Design farrow_timing_ctrl, sky130hd; sources not shown.
Fig. 1: signal wires on met3
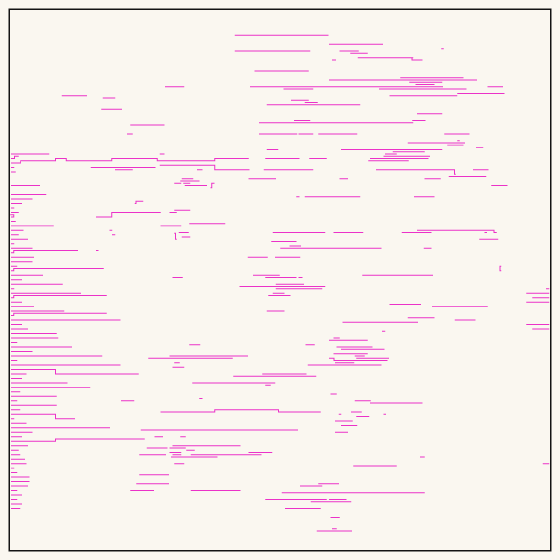
main direction	horizontal
wire length on this layer	2590 um
share of all routed wire	7.3%
GR Layer Usage met3: 5.43%
via count: 12129
Post-Route WL: 35.5 mm

Fig. 2: metal layers overlaid
Scale bar: 50 um. Only two layers are drawn.
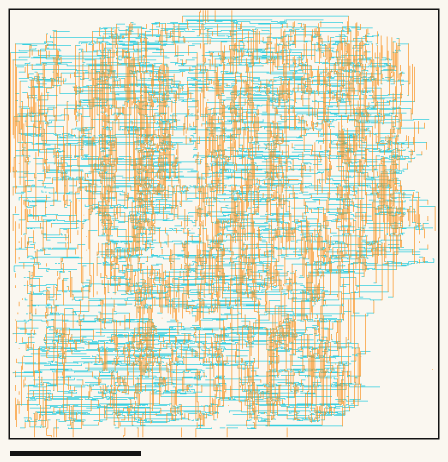
colour	layer	wire length
orange	met2	16200 um
cyan	met1	16200 um
wire per inst: 14.6 um
total track usage: 28.0%

Fig. 3: clock nets
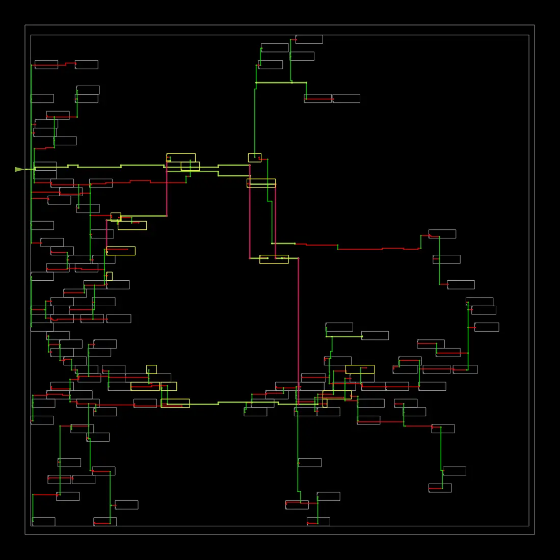
total CTS buffers: 9
CLK BUF: 11

Fig. 4: M2 wires
Scale bar: 50 um.
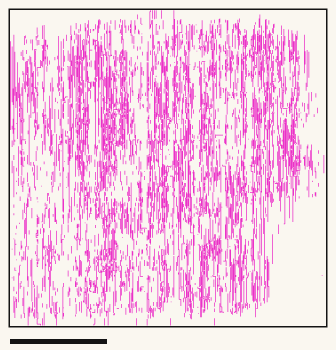
wire length on this layer	16200 um
main direction	vertical
nets with wire on the layer	1971
met2 Usage GRT: 45.0%

Fig. 5: supply network
Scale bar: 50 um. Pins as bars on the die edge.
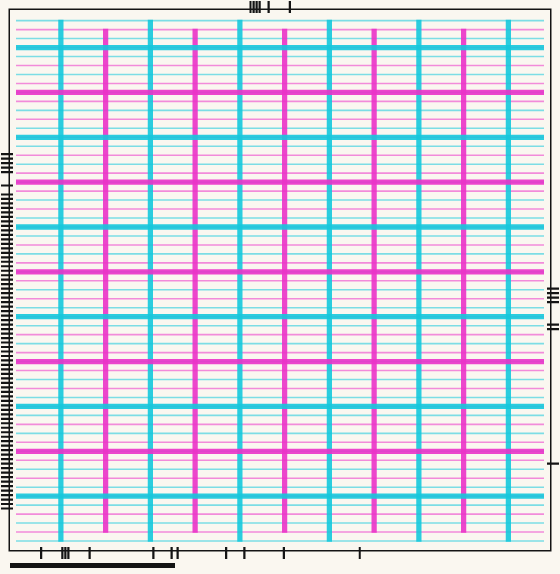
colour	net
magenta	VDD
cyan	VSS
rows	58
met1 rails	59
signal pins	102
die height: 164 um
Max VDD drop: 297 uV

==> results.sh <==
# yosys + openroad results
export IMPL_drc_errors=0
export IMPL_yosys_stat_area_mm2=0.0142
export IMPL_min_path_cells=2
export IMPL_status="finished, final reports clean"
export IMPL_drv_slew=0
export IMPL_cp_common_cell="fa_1"
export IMPL_cp_end_kind="flip-flop"
export IMPL_ant_nets=0
export IMPL_place_area_mm2=0.0156
export IMPL_overflow=0
export IMPL_die_area_mm2=0.0268
export IMPL_finalSetupTns_ns=0
export IMPL_nNetsFinal=2470
export IMPL_synth_stat_cells=2005
export IMPL_core_area_mm2=0.0253
export IMPL_warnings=27
export IMPL_topCellsByArea="fa_1, dfxtp_1, inv_1"
export IMPL_whs_ns=0.347
export IMPL_rsz0062_at_grt="no"
export IMPL_ys_types=49
export IMPL_diodes=0
export IMPL_clock_sinks=112
export IMPL_synthToLayoutAreaGrowth_pct=15.0
export IMPL_final_core_util_pct=64.7
export IMPL_arrival_ns=6.16
export IMPL_max_freq_mhz=168
export IMPL_antenna_found_initial=0
export IMPL_syn_area_mm2=0.0142
export IMPL_grt_max_degree=70
export IMPL_synth_seq_cells=112
export IMPL_flop_cell="dfxtp_1"
export IMPL_tightest_slew_ns=0.722
export IMPL_synth_area_per_cell_um2=7.08
## cell usage in the layout (no fill, tap or decap), types with 11 or more instances in the layout
master / count
dfxtp_2: 12
buf_4: 43
nor2_4: 16
nand3_1: 42
dfxtp_4: 16
inv_2: 12
inv_1: 528
o21ai_0: 53
o211ai_1: 12
a21oi_1: 51
nand4_1: 14
clkdlybuf4s50_1: 98
ha_1: 114
nor2_1: 174
dfxtp_1: 84
nand2_1: 495
nand2_2: 22
fa_1: 179
nor2_2: 11
## report_power, final
group | internal [mW] | leakage (nW) | switching [mW]
logic | 1.38 | 8.33 | 2.16
registers | 0.753 | 0.939 | 0.0724
clock network | 0.284 | 0.145 | 0.290
## logic make-up (layout without fill, tap and decap cells)
group / count (synthesis) / after routing / share of synthesized area [%]
AOI/OAI and AO/OA: 146 / 146 / 5.83
xor gates and xnor gates: 13 / 13 / 0.854
adders and majority gates: 305 / 305 / 36.4
buffers and inverters: 611 / 707 / 16.4
DFF: 112 / 112 / 15.8
other: 1 / 2 / 0.0264
and+or+nand+nor: 817 / 817 / 24.6
## routing by layer
metal | share of wire, % | track usage (%) | vias to the layer above
met5 | 0 | 0 | -
met4 | 1.4 | 4.79 | 0
met3 | 7.3 | 5.43 | 43
met2 | 46 | 45.0 | 426
met1 | 46 | 39.8 | 5646
li1 | - | - | 6014
## through the flow
| step | instances | setup WS (ns) | total power [mW] |
|---|---|---|---|
| 3_3_place_gp | 2397 | 0.268 | 3.85 |
| 5_1_grt | 2432 | 0.210 | 5.41 |
| 3_5_place_dp | 2398 | 0.179 | 3.85 |
| 4_1_cts | 2414 | 0.301 | 4.50 |
| 6_report | 2432 | 0.442 | 4.94 |
| 2_1_floorplan | 2006 | 0.566 | 3.08 |
## area by class of cell
class	instances	area (um2)
Timing Repair Buffer	149	1440
Clock inverter	5	50.0
Sequential cell	112	2320
Inverter	542	2030
Multi-Input combinational cell	1283	9840
Clock buffer	11	243
Tap cell	330	413
Fill cell	2201	8920
## worst max-delay path, delay by kind of cell, from the launching register on
kind / cells / cell delay (ns)
fa+ha+maj: 7 / 3.43
buf+inv: 7 / 0.68
flops: 1 / 0.38
simple gates: 12 / 1.28
## what timing repair did
action,4_1_cts,5_1_grt
buffers inserted,0,17
hold buffers,0,0
gates resized,15,78
hold endpoints to repair,0,0
pin swaps,0,22
cloned,0,1
setup endpoints to repair,13,14
Power figures rest on the tool's default switching activity, not on a simulated workload.
